==> images/m1.png <==
Scale bar: 50 µm. Supply wires on this layer in grey.
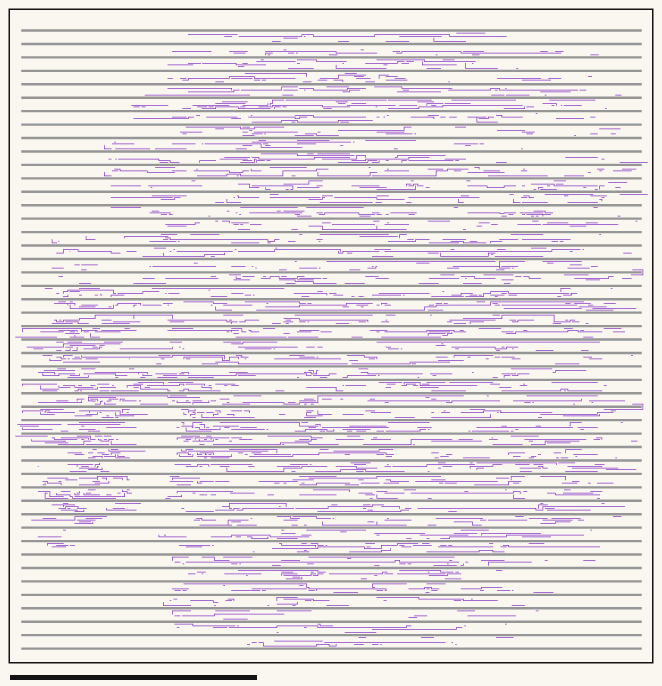
==> images/m2.png <==
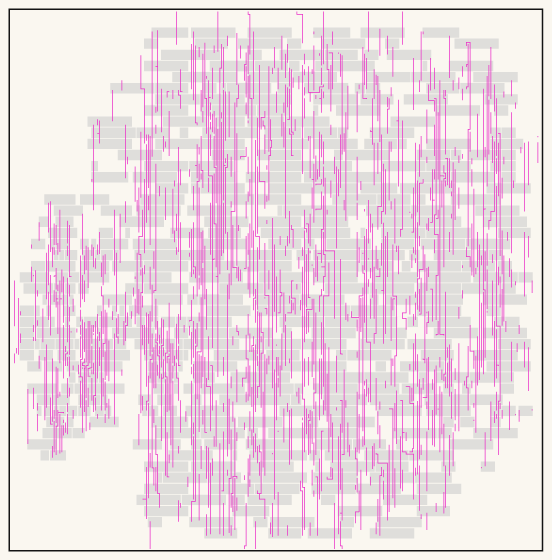
==> images/m3.png <==
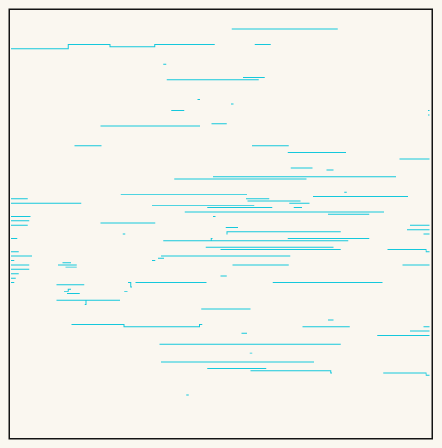
### src/rtl/inbox_fifo.sv
// -----------------------------------------------------------------------------
// inbox_fifo
// -----------------------------------------------------------------------------
// Purpose:
//   Single-clock show-ahead FIFO. The head word is always visible on `data`
//   while the FIFO holds at least one word, and reads as all-zero when it is
//   empty. Occupancy flags are decoded from a registered word counter only,
//   so they have no combinational path from the strobes. Two sticky error
//   flags record a read while empty (underflow) and a write dropped because
//   the FIFO was full (overflow).
//
// Parameters:
//   DATA_W   - word width in bits
//   DEPTH    - storage depth in words (power of two, >= 2)
//   AF_LEVEL - count at or above which almost_full asserts
//
// Ports:
//   clk         in   single clock, all state updates on posedge
//   rst         in   synchronous active-high reset
//   wIn         in   write strobe
//   wData       in   write word [DATA_W]
//   rIn         in   read strobe, pops the head word
//   clrErr      in   clear the sticky error flags
//   data        out  head word (show-ahead), zero when empty [DATA_W]
//   empty       out  count == 0
//   full        out  count == DEPTH
//   almost_full out  count >= AF_LEVEL
//   count       out  words held, 0..DEPTH [AW+1]
//   errUnder    out  sticky: read attempted while empty
//   errOver     out  sticky: write dropped while full
// -----------------------------------------------------------------------------
module inbox_fifo #(
    parameter int DATA_W   = 12,
    parameter int DEPTH    = 16,
    parameter int AF_LEVEL = DEPTH - 2
) (
    input  logic                         clk,
    input  logic                         rst,
    input  logic                         wIn,
    input  logic [DATA_W-1:0]            wData,
    input  logic                         rIn,
    input  logic                         clrErr,
    output logic [DATA_W-1:0]            data,
    output logic                         empty,
    output logic                         full,
    output logic                         almost_full,
    output logic [$clog2(DEPTH):0]       count,
    output logic                         errUnder,
    output logic                         errOver
);

    localparam int AW = $clog2(DEPTH);

    // Counter-width copies of the thresholds, so the flag compares are
    // same-width unsigned compares.
    localparam logic [AW:0] DEPTH_CNT = DEPTH[AW:0];
    localparam logic [AW:0] AF_CNT    = AF_LEVEL[AW:0];
    localparam logic [AW:0] CNT_ONE   = {{AW{1'b0}}, 1'b1};
    localparam logic [AW:0] CNT_ZERO  = {(AW+1){1'b0}};

    // -------------------------------------------------------------------------
    // Helpers
    // -------------------------------------------------------------------------

    // Pointer advance; AW-bit arithmetic wraps DEPTH-1 -> 0 because DEPTH is
    // a power of two.
    function automatic logic [AW-1:0] ptr_inc(input logic [AW-1:0] ptr);
        ptr_inc = ptr + {{(AW-1){1'b0}}, 1'b1};
    endfunction

    // Sticky flag update: a new event beats a clear in the same cycle.
    function automatic logic sticky_next(input logic cur,
                                         input logic set_ev,
                                         input logic clr);
        if (set_ev) begin
            sticky_next = 1'b1;
        end else if (clr) begin
            sticky_next = 1'b0;
        end else begin
            sticky_next = cur;
        end
    endfunction

    // -------------------------------------------------------------------------
    // State
    // -------------------------------------------------------------------------
    logic [DATA_W-1:0] r_mem [DEPTH];
    logic [AW-1:0]     r_rd_ptr;
    logic [AW-1:0]     r_wr_ptr;
    logic [AW:0]       r_count;
    logic              r_err_under;
    logic              r_err_over;

    // -------------------------------------------------------------------------
    // Combinational decode
    // -------------------------------------------------------------------------
    logic              w_empty;
    logic              w_full;
    logic              w_almost_full;
    logic              w_wr_en;
    logic              w_rd_en;
    logic              w_under_ev;
    logic              w_over_ev;
    logic [AW-1:0]     w_rd_ptr_nxt;
    logic [AW-1:0]     w_wr_ptr_nxt;
    logic [AW:0]       w_count_nxt;
    logic              w_err_under_nxt;
    logic              w_err_over_nxt;
    logic [DATA_W-1:0] w_head;

    // Occupancy flags come from the registered counter only.
    always_comb begin
        w_empty       = (r_count == CNT_ZERO);
        w_full        = (r_count == DEPTH_CNT);
        w_almost_full = (r_count >= AF_CNT);
    end

    // Accept/reject decisions and error events for this cycle.
    always_comb begin
        // A full FIFO still takes a write when a read frees a slot on the
        // same edge; an empty FIFO never honours a read, even alongside a
        // write, because the incoming word is not yet readable.
        w_wr_en    = wIn & (~w_full | rIn);
        w_rd_en    = rIn & ~w_empty;
        w_under_ev = rIn & w_empty;
        w_over_ev  = wIn & w_full & ~rIn;
    end

    // Next-state values for pointers, counter and sticky flags.
    always_comb begin
        w_rd_ptr_nxt = r_rd_ptr;
        w_wr_ptr_nxt = r_wr_ptr;
        w_count_nxt  = r_count;

        if (w_wr_en) begin
            w_wr_ptr_nxt = ptr_inc(r_wr_ptr);
        end else begin
            w_wr_ptr_nxt = r_wr_ptr;
        end

        if (w_rd_en) begin
            w_rd_ptr_nxt = ptr_inc(r_rd_ptr);
        end else begin
            w_rd_ptr_nxt = r_rd_ptr;
        end

        case ({w_wr_en, w_rd_en})
            2'b10:   w_count_nxt = r_count + CNT_ONE;
            2'b01:   w_count_nxt = r_count - CNT_ONE;
            2'b11:   w_count_nxt = r_count;
            2'b00:   w_count_nxt = r_count;
            default: w_count_nxt = r_count;
        endcase

        w_err_under_nxt = sticky_next(r_err_under, w_under_ev, clrErr);
        w_err_over_nxt  = sticky_next(r_err_over,  w_over_ev,  clrErr);
    end

    // Show-ahead head word; forced to zero when empty so stale memory
    // (including words discarded by a reset) never leaks out.
    always_comb begin
        if (w_empty) begin
            w_head = {DATA_W{1'b0}};
        end else begin
            w_head = r_mem[r_rd_ptr];
        end
    end

    // -------------------------------------------------------------------------
    // Sequential logic
    // -------------------------------------------------------------------------

    // Storage array: written on accepted writes, intentionally not reset.
    always_ff @(posedge clk) begin
        if (!rst && w_wr_en) begin
            r_mem[r_wr_ptr] <= wData;
        end
    end

    // Pointers and word counter; reset wins over every strobe.
    always_ff @(posedge clk) begin
        if (rst) begin
            r_rd_ptr <= {AW{1'b0}};
            r_wr_ptr <= {AW{1'b0}};
            r_count  <= CNT_ZERO;
        end else begin
            r_rd_ptr <= w_rd_ptr_nxt;
            r_wr_ptr <= w_wr_ptr_nxt;
            r_count  <= w_count_nxt;
        end
    end

    // Sticky error flags; reset wins over clrErr and new events.
    always_ff @(posedge clk) begin
        if (rst) begin
            r_err_under <= 1'b0;
            r_err_over  <= 1'b0;
        end else begin
            r_err_under <= w_err_under_nxt;
            r_err_over  <= w_err_over_nxt;
        end
    end

    // -------------------------------------------------------------------------
    // Outputs
    // -------------------------------------------------------------------------

    // Drive the output ports.
    always_comb begin
        data        = w_head;
        empty       = w_empty;
        full        = w_full;
        almost_full = w_almost_full;
        count       = r_count;
        errUnder    = r_err_under;
        errOver     = r_err_over;
    end

endmodule

### config.mk
export PLATFORM = sky130hd
export DESIGN_NAME = inbox_fifo
export DESIGN_NICKNAME = d
export VERILOG_FILES = /design/src/rtl/inbox_fifo.sv
export SDC_FILE = /design/constraint.sdc
export NUM_CORES = 1
export LEC_CHECK = 0
export CAP_MARGIN = 20
export CORE_AREA = 2 2 128 130
export DETAILED_ROUTE_END_ITERATION = 10
export DIE_AREA = 0 0 130 132
export MAX_ROUTING_LAYER = met4
export PLACE_DENSITY = 0.73
export REMOVE_ABC_BUFFERS = 1
export SLEW_MARGIN = 0
export SYNTH_ARGS = -nofsm -noshare
export SYNTH_HDL_FRONTEND = slang
export SYNTH_SLANG_ARGS = --single-unit
### constraint.sdc
create_clock -name clk -period 3.81 [get_ports clk]
set_clock_uncertainty 0.05 [all_clocks]
set_input_delay 0.5715 -clock clk [delete_from_list [all_inputs] [get_ports clk]]
set_output_delay 0.5715 -clock clk [all_outputs]
set_load 0.005 [all_outputs]
==> metrics.csv <==
stage,metric,value,unit
finish,stdcell_area,0.009822,mm²
critical_path,critPathMaxStageDelay,0.55,ns
finish,seq_area,0.006150,mm²
synth,most_common_cell,edfxtp_1,
synth,netlist_instances,440,
die,core_area,0.01571,mm²
worst_hold_path,min_path_type,reg -> reg,
finish,fin_cells,730,
routing,drt_pass1_iterations,4,
timing,setup_viol,0,
synth,simple_gate_share,0.04082,
synth,topCellsByArea,"edfxtp_1, mux4_2, dfxtp_1, a211oi_1, mux2i_1",
critical_path,r2r_start,count[2]$_SDFFE_PP0N_,
synth,edf_count,192,
timing,rsz0062_at_grt,no,
critical_path,ff2ff_setup_slack,0.47,ns
timing,fmax,0.2941,GHz
place,gp_congestion,0.7744,
die,tapcell.inserted,216,
place,dp_cells,692,
timing,fin_crit_sh,0.8926,
timing,finalCriticalPeriod,3.401,ns
clock_tree,root_buffer,clkbuf_16,
finish,fin_nets,524,
synth,xor_area_frac,0.009351,
power_and_ir_drop,p_per_area,621.5,mW/mm²
clock_tree,cts.path.max_buffers,3,
synth,ys_sh_aoi,0.04186,
worst_hold_path,hold_depth,2,
timing,worstMarginPinSlew,0.6564,ns
place,preCtsSetupSlack,0.3728,ns
grt,first_global_vias,4554,
critical_path,crit_fanout,48,
clock_tree,htreeDepth,1,
synth,adder_share,0.01187,
timing,slew_headroom,0.5608,
clock_tree,cts_buffers,21,
run_status,status,"finished, final reports clean",
critical_path,cp-end-kind,output port,
worst_hold_path,min_from,errOver$_SDFFE_PP0P_,
critical_path,cpMaxStageDelayCell,mux4_2,
power_and_ir_drop,finalPower,6104,µW
finish,largest_class,flip-flops and latches,
routing,route.detailed.drc,0,
routing,drt_iter0_markers,341,
finish,nNonClkInverters,7,
place,placed_area,0.009190,mm²
timing,hold_ws,0.4836,ns
grt,gr-usage-all-layers,0.2065,
critical_path,r2r-end,count[4]$_SDFFE_PP0N_,
clock_tree,clock_latency,0.50,ns
finish,comb_area_share,0.2177,
synth,logic_family,multiplexers,
die,initCoreUtil,0.5365,
die,dieHeight,132,µm
clock_tree,clk_pin_slew,0.06,ns
routing,drt-vias-per-instance,5.810,
power_and_ir_drop,ir_drop,470.3,µV
finish,comb_cells,195,
finish,ff_count,211,
timing,fin_tns_setup,0,ns
critical_path,worstPathRequired,3.19,ns
routing,post_drt_wl_per_cell,22.55,µm
synth,flop_cell,edfxtp_1,
timing,finalWorstSetupSlack,0.4094,ns
finish,drive_gt1_frac,0.2140,
synth,synth_flops,211,
grt,grt_pass1_wl,25.76,mm
grt,overflow,0,
finish,final.fill_count,1098,
clock_tree,cts_tree,built,
critical_path,worstPathArrival,2.78,ns
finish,final_util,0.6251,
timing,hold_violations,0,
Back to the opening pictures, m1.png:
main direction: horizontal
nets with wire on the layer: 490
share of all routed wire: 40%
wire length on this layer: 6620 µm
DR vias: 4241
Routed WL: 16.46 mm
grt met1 use: 0.2742

Back to the opening pictures, m2.png:
wire length on this layer: 8260 µm
longest straight run: 62.0 µm
share of all routed wire: 50%
main direction: vertical
met2 usage: 0.3328

Back to the opening pictures, m3.png:
longest straight run: 61.2 µm
wire length on this layer: 1290 µm
nets with wire on the layer: 63
share of all routed wire: 7.8%
main direction: horizontal
routing usage on met3: 0.03774

-- metal layers --
| layer | vias to the layer above | part of all wire | track usage |
|---|---|---|---|
| met5 | - | 0 | - |
| met2 | 145 | 0.50 | 0.3328 |
| met4 | 0 | 0.018 | 0.05436 |
| met1 | 2183 | 0.40 | 0.2742 |
| li1 | 1888 | - | - |
| met3 | 25 | 0.078 | 0.03774 |
-- power by group --
| part | internal (µW) | switching, µW |
|---|---|---|
| Combinational | 788 | 674 |
| Clock | 1110 | 806 |
| Sequential | 2610 | 118 |
-- state kept, by name, indices dropped and copies added, names as in the netlist, named ones only --
signal	count
count	5
errOver	1
errUnder	1
r_mem	192
r_rd_ptr	4
r_wr_ptr	4
Power is estimated from default activity; no workload was simulated.
